registers.png
Bar = 100 µm. Other sequential cells in the stronger grey, the rest of the logic in the fainter grey.
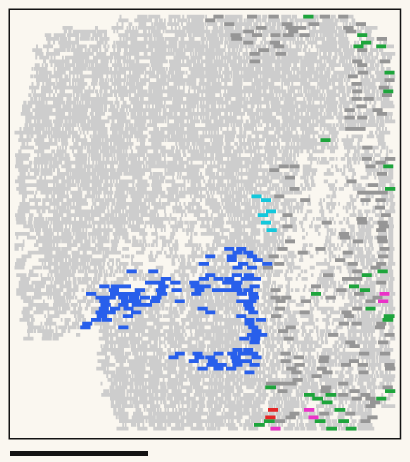
final_placement.png
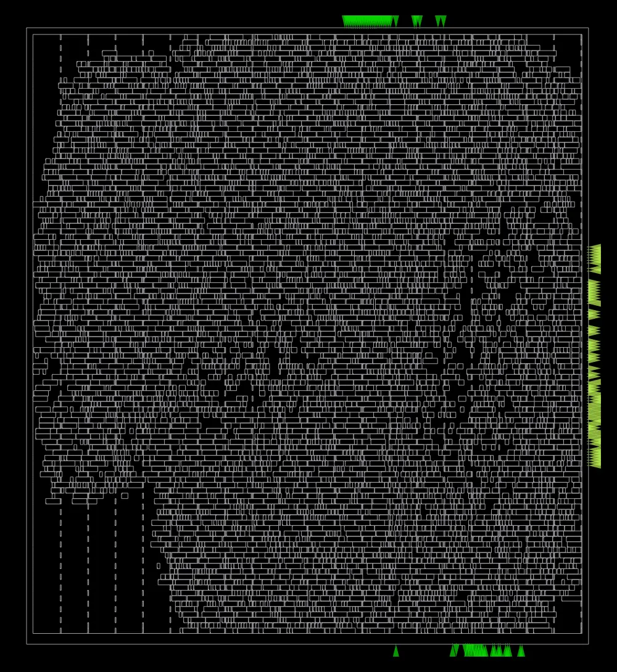
density.png
Bar = 100 µm. 28 x 31 tiles, from white (low) to dark blue (high), 0 to 100% covered.
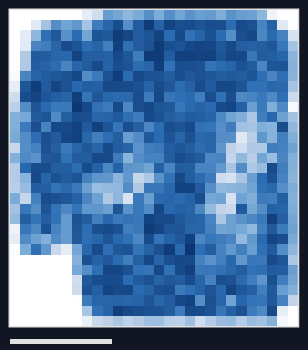
**config.mk**
```make
export PLATFORM = sky130hd
export DESIGN_NAME = multicycle_muldiv_unit
export DESIGN_NICKNAME = d
export VERILOG_FILES = /design/src/rtl/rv32_pkg.sv /design/src/rtl/multicycle_muldiv_unit_divider.sv /design/src/rtl/multicycle_muldiv_unit.sv
export SDC_FILE = /design/constraint.sdc
export NUM_CORES = 2
export LEC_CHECK = 0
export CAP_MARGIN = 30
export CORE_ASPECT_RATIO = 1.1
export CORE_MARGIN = 3
export CORE_UTILIZATION = 65
export DETAILED_ROUTE_END_ITERATION = 8
export PLACE_DENSITY = 0.83
export SYNTH_ARGS = -nofsm -noshare
export SYNTH_HDL_FRONTEND = slang
export SYNTH_SLANG_ARGS = --single-unit
export TNS_END_PERCENT = 20
```
**constraint.sdc**
```tcl
create_clock -name clk -period 11.7 [get_ports clk]
set_input_delay 2.34 -clock clk [delete_from_list [all_inputs] [get_ports clk]]
set_output_delay 2.34 -clock clk [all_outputs]
set_load 0.02 [all_outputs]
```
**src/rtl/rv32_pkg.sv**
```systemverilog
// rv32_pkg: shared RV32 ALU opcode map plus the types and helpers used by
// the multi-cycle M-extension unit.
//   ALU_OP_*        6-bit ALU operation codes (execute-stage encoding)
//   muldiv_state_t  muldiv FSM state (IDLE, MUL, DIV, DONE)
//   RES_*           result-select codes (which half/part of a result to return)
//   is_muldiv_op()  true for MUL..REMU
//   result_sel()    maps an M op onto its result-select code
package rv32_pkg;

  localparam logic [5:0] ALU_OP_ADD    = 6'd0;
  localparam logic [5:0] ALU_OP_SUB    = 6'd1;
  localparam logic [5:0] ALU_OP_AND    = 6'd2;
  localparam logic [5:0] ALU_OP_OR     = 6'd3;
  localparam logic [5:0] ALU_OP_XOR    = 6'd4;
  localparam logic [5:0] ALU_OP_SLL    = 6'd5;
  localparam logic [5:0] ALU_OP_SRL    = 6'd6;
  localparam logic [5:0] ALU_OP_SRA    = 6'd7;
  localparam logic [5:0] ALU_OP_SLT    = 6'd8;
  localparam logic [5:0] ALU_OP_SLTU   = 6'd9;
  localparam logic [5:0] ALU_OP_MUL    = 6'd16;
  localparam logic [5:0] ALU_OP_MULH   = 6'd17;
  localparam logic [5:0] ALU_OP_MULHSU = 6'd18;
  localparam logic [5:0] ALU_OP_MULHU  = 6'd19;
  localparam logic [5:0] ALU_OP_DIV    = 6'd20;
  localparam logic [5:0] ALU_OP_DIVU   = 6'd21;
  localparam logic [5:0] ALU_OP_REM    = 6'd22;
  localparam logic [5:0] ALU_OP_REMU   = 6'd23;

  typedef enum logic [1:0] {
    IDLE = 2'd0,
    MUL  = 2'd1,
    DIV  = 2'd2,
    DONE = 2'd3
  } muldiv_state_t;

  localparam logic [1:0] RES_MUL_LO = 2'd0;
  localparam logic [1:0] RES_MUL_HI = 2'd1;
  localparam logic [1:0] RES_DIV_Q  = 2'd2;
  localparam logic [1:0] RES_DIV_R  = 2'd3;

  function automatic logic is_muldiv_op(input logic [5:0] op);
    return (op >= ALU_OP_MUL) && (op <= ALU_OP_REMU);
  endfunction

  function automatic logic is_mul_op(input logic [5:0] op);
    return (op >= ALU_OP_MUL) && (op <= ALU_OP_MULHU);
  endfunction

  function automatic logic [1:0] result_sel(input logic [5:0] op);
    logic [1:0] sel;
    case (op)
      ALU_OP_MUL:                          sel = RES_MUL_LO;
      ALU_OP_MULH, ALU_OP_MULHSU,
      ALU_OP_MULHU:                        sel = RES_MUL_HI;
      ALU_OP_DIV, ALU_OP_DIVU:             sel = RES_DIV_Q;
      default:                             sel = RES_DIV_R;
    endcase
    return sel;
  endfunction

endpackage

```
**src/rtl/multicycle_muldiv_unit_divider.sv**
```systemverilog
// iterative_divider: unsigned restoring radix-2 divider, one quotient bit
// per cycle. Operands are magnitudes; sign handling lives in the parent.
// Optional macro MULDIV_DIV_EARLY_OUT_EN: skip the dividend's leading zeros.
// Ports:
//   clk, rst_n           clock, synchronous active-low reset
//   abort                drop the running division
//   start                load dividend/divisor and begin
//   dividend, divisor    XLEN-bit unsigned magnitudes
//   done                 quotient/remainder valid (level, until next start)
//   quotient, remainder  XLEN-bit unsigned results
module iterative_divider #(
  parameter int XLEN = 32
) (
  input  logic            clk,
  input  logic            rst_n,
  input  logic            abort,
  input  logic            start,
  input  logic [XLEN-1:0] dividend,
  input  logic [XLEN-1:0] divisor,
  output logic            done,
  output logic [XLEN-1:0] quotient,
  output logic [XLEN-1:0] remainder
);

  localparam int CW = $clog2(XLEN) + 1;

  logic [XLEN-1:0] quo;
  logic [XLEN-1:0] rem;
  logic [XLEN-1:0] dvs;
  logic [CW-1:0]   cnt;
  logic            active;

  logic [XLEN:0]   trial;
  logic [XLEN:0]   diff;
  logic            fits;

`ifdef MULDIV_DIV_EARLY_OUT_EN
  // Number of significant dividend bits, at least 1.
  function automatic logic [CW-1:0] sig_bits(input logic [XLEN-1:0] v);
    logic [CW-1:0] n;
    n = CW'(1);
    for (int unsigned i = 1; i < XLEN; i++) begin
      if (v[i]) n = CW'(i + 1);
    end
    return n;
  endfunction

  logic [CW-1:0] load_bits;
  logic [CW-1:0] load_shift;
  assign load_bits  = sig_bits(dividend);
  assign load_shift = CW'(XLEN) - load_bits;
`endif

  // Shift the next dividend bit into the partial remainder and try to subtract.
  always_comb begin
    trial = {rem, quo[XLEN-1]};
    diff  = trial - {1'b0, dvs};
    fits  = trial >= {1'b0, dvs};
  end

  always_ff @(posedge clk) begin
    if (!rst_n) begin
      quo    <= '0;
      rem    <= '0;
      dvs    <= '0;
      cnt    <= '0;
      active <= 1'b0;
    end else if (abort) begin
      active <= 1'b0;
      cnt    <= '0;
    end else if (start) begin
      rem    <= '0;
      dvs    <= divisor;
      active <= 1'b1;
`ifdef MULDIV_DIV_EARLY_OUT_EN
      // Pre-align so the first iteration sees the dividend's top set bit.
      quo    <= dividend << load_shift;
      cnt    <= load_bits;
`else
      quo    <= dividend;
      cnt    <= CW'(XLEN);
`endif
    end else if (active && (cnt != '0)) begin
      if (fits) begin
        rem <= diff[XLEN-1:0];
        quo <= {quo[XLEN-2:0], 1'b1};
      end else begin
        rem <= trial[XLEN-1:0];
        quo <= {quo[XLEN-2:0], 1'b0};
      end
      cnt <= cnt - CW'(1);
    end
  end

  assign done      = active && (cnt == '0);
  assign quotient  = quo;
  assign remainder = rem;

endmodule

```
**src/rtl/multicycle_muldiv_unit.sv**
```systemverilog
// multicycle_muldiv_unit: RV32M multiply/divide unit beside the execute ALU.
// Pipelined multiplier (MUL_LATENCY retiming stages) and an iterative
// restoring divider (iterative_divider). Optional macro
// MULDIV_DIV_EARLY_OUT_EN enables divider early-out (results unchanged).
// Ports:
//   clk, rst_n        clock, synchronous active-low reset
//   flush             kill in-flight op and any held result
//   in_valid/in_ready request handshake; in_alu_op, in_rs1, in_rs2, in_rd
//   out_valid/out_ready result handshake; out_result, out_rd, out_illegal
//   busy              FSM not idle
module multicycle_muldiv_unit
  import rv32_pkg::*;
#(
  parameter int XLEN        = 32,
  parameter int MUL_LATENCY = 2
) (
  input  logic            clk,
  input  logic            rst_n,
  input  logic            flush,
  input  logic            in_valid,
  output logic            in_ready,
  input  logic [5:0]      in_alu_op,
  input  logic [XLEN-1:0] in_rs1,
  input  logic [XLEN-1:0] in_rs2,
  input  logic [4:0]      in_rd,
  output logic            out_valid,
  input  logic            out_ready,
  output logic [XLEN-1:0] out_result,
  output logic [4:0]      out_rd,
  output logic            out_illegal,
  output logic            busy
);

  localparam int MCW = $clog2(MUL_LATENCY + 1);

  muldiv_state_t   state;
  logic [5:0]      op_q;
  logic [XLEN-1:0] rs1_q;
  logic [XLEN-1:0] rs2_q;
  logic [4:0]      rd_q;
  logic            illegal_q;
  logic            div_wait;
  logic [MCW-1:0]  mul_cnt;

  // ---------------- multiplier ----------------
  logic             mul_a_signed;
  logic             mul_b_signed;
  logic [2*XLEN-1:0] mul_a_ext;
  logic [2*XLEN-1:0] mul_b_ext;
  logic [2*XLEN-1:0] mul_pipe [MUL_LATENCY];
  logic [XLEN-1:0]   mul_res;

  always_comb begin
    mul_a_signed = (op_q == ALU_OP_MULH) || (op_q == ALU_OP_MULHSU);
    mul_b_signed = (op_q == ALU_OP_MULH);
    // Low 2*XLEN bits of the extended product are the exact signed/unsigned product.
    mul_a_ext = {{XLEN{mul_a_signed & rs1_q[XLEN-1]}}, rs1_q};
    mul_b_ext = {{XLEN{mul_b_signed & rs2_q[XLEN-1]}}, rs2_q};
  end

  always_ff @(posedge clk) begin
    mul_pipe[0] <= mul_a_ext * mul_b_ext;
    for (int unsigned i = 1; i < MUL_LATENCY; i++) begin
      mul_pipe[i] <= mul_pipe[i-1];
    end
  end

  assign mul_res = (result_sel(op_q) == RES_MUL_HI) ? mul_pipe[MUL_LATENCY-1][2*XLEN-1:XLEN]
                                                    : mul_pipe[MUL_LATENCY-1][XLEN-1:0];

  // ---------------- divider ----------------
  logic            signed_div;
  logic            is_rem;
  logic            a_neg;
  logic            b_neg;
  logic [XLEN-1:0] mag_a;
  logic [XLEN-1:0] mag_b;
  logic            div_by_zero;
  logic            div_overflow;
  logic            div_special;
  logic [XLEN-1:0] special_res;
  logic [XLEN-1:0] div_res;
  logic            div_start;
  logic            div_done;
  logic [XLEN-1:0] div_quo;
  logic [XLEN-1:0] div_rem;
  logic [XLEN-1:0] most_neg;

  always_comb begin
    most_neg     = '0;
    most_neg[XLEN-1] = 1'b1;
    signed_div   = (op_q == ALU_OP_DIV) || (op_q == ALU_OP_REM);
    is_rem       = (result_sel(op_q) == RES_DIV_R);
    a_neg        = signed_div & rs1_q[XLEN-1];
    b_neg        = signed_div & rs2_q[XLEN-1];
    mag_a        = a_neg ? (~rs1_q + XLEN'(1)) : rs1_q;
    mag_b        = b_neg ? (~rs2_q + XLEN'(1)) : rs2_q;
    div_by_zero  = (rs2_q == '0);
    div_overflow = signed_div && (rs1_q == most_neg) && (rs2_q == '1);
    div_special  = div_by_zero || div_overflow;
    if (div_by_zero) special_res = is_rem ? rs1_q : '1;
    else             special_res = is_rem ? '0 : rs1_q;
    if (is_rem) div_res = a_neg ? (~div_rem + XLEN'(1)) : div_rem;
    else        div_res = (a_neg ^ b_neg) ? (~div_quo + XLEN'(1)) : div_quo;
  end

  assign div_start = (state == DIV) && !div_wait && !illegal_q && !div_special;

  iterative_divider #(
    .XLEN (XLEN)
  ) u_div (
    .clk       (clk),
    .rst_n     (rst_n),
    .abort     (flush),
    .start     (div_start),
    .dividend  (mag_a),
    .divisor   (mag_b),
    .done      (div_done),
    .quotient  (div_quo),
    .remainder (div_rem)
  );

  // ---------------- control ----------------
  assign in_ready  = (state == IDLE) && !flush && rst_n;
  assign out_valid = (state == DONE);
  assign busy      = (state != IDLE);

  always_ff @(posedge clk) begin
    if (!rst_n) begin
      state       <= IDLE;
      op_q        <= '0;
      rs1_q       <= '0;
      rs2_q       <= '0;
      rd_q        <= '0;
      illegal_q   <= 1'b0;
      div_wait    <= 1'b0;
      mul_cnt     <= '0;
      out_result  <= '0;
      out_rd      <= '0;
      out_illegal <= 1'b0;
    end else if (flush) begin
      state    <= IDLE;
      div_wait <= 1'b0;
      mul_cnt  <= '0;
    end else begin
      case (state)
        IDLE: begin
          if (in_valid && in_ready) begin
            op_q      <= in_alu_op;
            rs1_q     <= in_rs1;
            rs2_q     <= in_rs2;
            rd_q      <= in_rd;
            illegal_q <= !is_muldiv_op(in_alu_op);
            mul_cnt   <= '0;
            div_wait  <= 1'b0;
            // Illegal ops share the divider's one-cycle special-case slot.
            state     <= is_mul_op(in_alu_op) ? MUL : DIV;
          end
        end
        MUL: begin
          if (mul_cnt == MCW'(MUL_LATENCY)) begin
            state       <= DONE;
            out_result  <= mul_res;
            out_rd      <= rd_q;
            out_illegal <= 1'b0;
          end else begin
            mul_cnt <= mul_cnt + MCW'(1);
          end
        end
        DIV: begin
          if (!div_wait) begin
            div_wait <= 1'b1;
          end else if (illegal_q) begin
            state       <= DONE;
            out_result  <= '0;
            out_rd      <= rd_q;
            out_illegal <= 1'b1;
          end else if (div_special) begin
            state       <= DONE;
            out_result  <= special_res;
            out_rd      <= rd_q;
            out_illegal <= 1'b0;
          end else if (div_done) begin
            state       <= DONE;
            out_result  <= div_res;
            out_rd      <= rd_q;
            out_illegal <= 1'b0;
          end
        end
        DONE: begin
          if (out_ready) begin
            state    <= IDLE;
            div_wait <= 1'b0;
          end
        end
        default: state <= IDLE;
      endcase
    end
  end

endmodule

```
==> results.tsv <==
metric	value	unit
LEAKAGE	26.2	nW
worst-path fanout max	31	
Comb gates	4368	
fraction of area in multi-input gates	71.6	%
die footprint	87900	µm²
Simple Share, Synth	15.8	%
Largest register FFs	128	
Critical-path top delay cell	fa_1	
die y size	311	µm
commonest non-fill, non-tap cell in the layout	inv_1	
setup slack at placement	1880	ps
Setup WS post-layout	1770	ps
H-tree depth	2	
first-pass GRT wire length	283	mm
Final Instance Area	58300	µm²
Synth Seq Share	12.8	%
Mapped Avg Cell Area	8.64	µm²
dominant register cell	dfxtp_1	
dpl hpwl	135	mm
Top reg by flops	mul_pipe	
Unique cell types	74	
CTS Root Cell	clkbuf_16	
Commonest cells post-synth	1,239 x inv_1, 1,126 x fa_1, 1,111 x nand2_1	
final setup fails	0	
Area Growth Syn to Fin	6.32	%
Slew @ Worst Pin	1050	ps
Data buffer area share	3.61	%
WHS Endpoint	mul_pipe[0][71]	
Period minus WS final	9930	ps
drt via density	6.22	
top cells by area	fa_1 41%, dfxtp_1 13%, inv_1 8.5%	
num sequential	350	
number of I/O pins	121	
largest stage delay on the critical path	890	ps
hold_sp	mul_pipe[0][7]	
status	finished clean	
Yosys reg bits	350	
hold_buf cts	0	
Reg clk slew, reported paths	70	ps
CTS Buf Count	38	
Avg WL per Cell	25.1	µm
CP Capture Point	mul_pipe[0][58]	
# Cells Yosys	6352	
worst hold margin	319	ps
Overflow after GRT	0	
clock latency at the later pin of the worst-skew pair	620	ps
Notes on registers.png above:
`rs1_q`: shown in green, flops 32, where a vertical strip on the right. `state`: shown in red, flops 2. `out_rd`: shown in magenta, flops 5. `mul_pipe`: shown in blue, flops 128. `op_q`: shown in cyan, flops 6.
Another 177 sequential cells are not coloured.
Seq/total area: 12.1%
sequential group power: 1.29 mW
fin util: 69.9%
Register Area: 7040 µm²

Notes on final_placement.png above:
non-filler cells in the finished layout: 7,392
num tapcells: 1,130

Notes on density.png above:
The mean over all tiles is 65%. The emptiest ninth of the die: south-west. The fullest tile reaches 98%. 7.4% of the tiles are nearly empty. 48% of the tiles are over 75% full.
Core ar.: 83,500 µm²
fp_density: 65.7%

routing by layer:
| layer | global-route usage (%) | part of all wire, % | vias to the layer above |
|---|---|---|---|
| met5 | 0.163 | 0.032 | - |
| met4 | 34.5 | 11 | 6 |
| met3 | 14.1 | 13 | 1171 |
| met2 | 66.2 | 44 | 3385 |
| met1 | 48.6 | 32 | 22428 |
| li1 | - | - | 18984 |
critical path, delay by kind of cell, from the launching register on:
family                     cells  cell delay (ps)
adders and majority gates      9             5070
DFF                            1              310
buffers and inverters          6             1150
and+or+nand+nor                6             1870
xor gates and xnor gates       1              140
AOI/OAI and AO/OA              7             1230
Power is estimated from default activity; no workload was simulated.
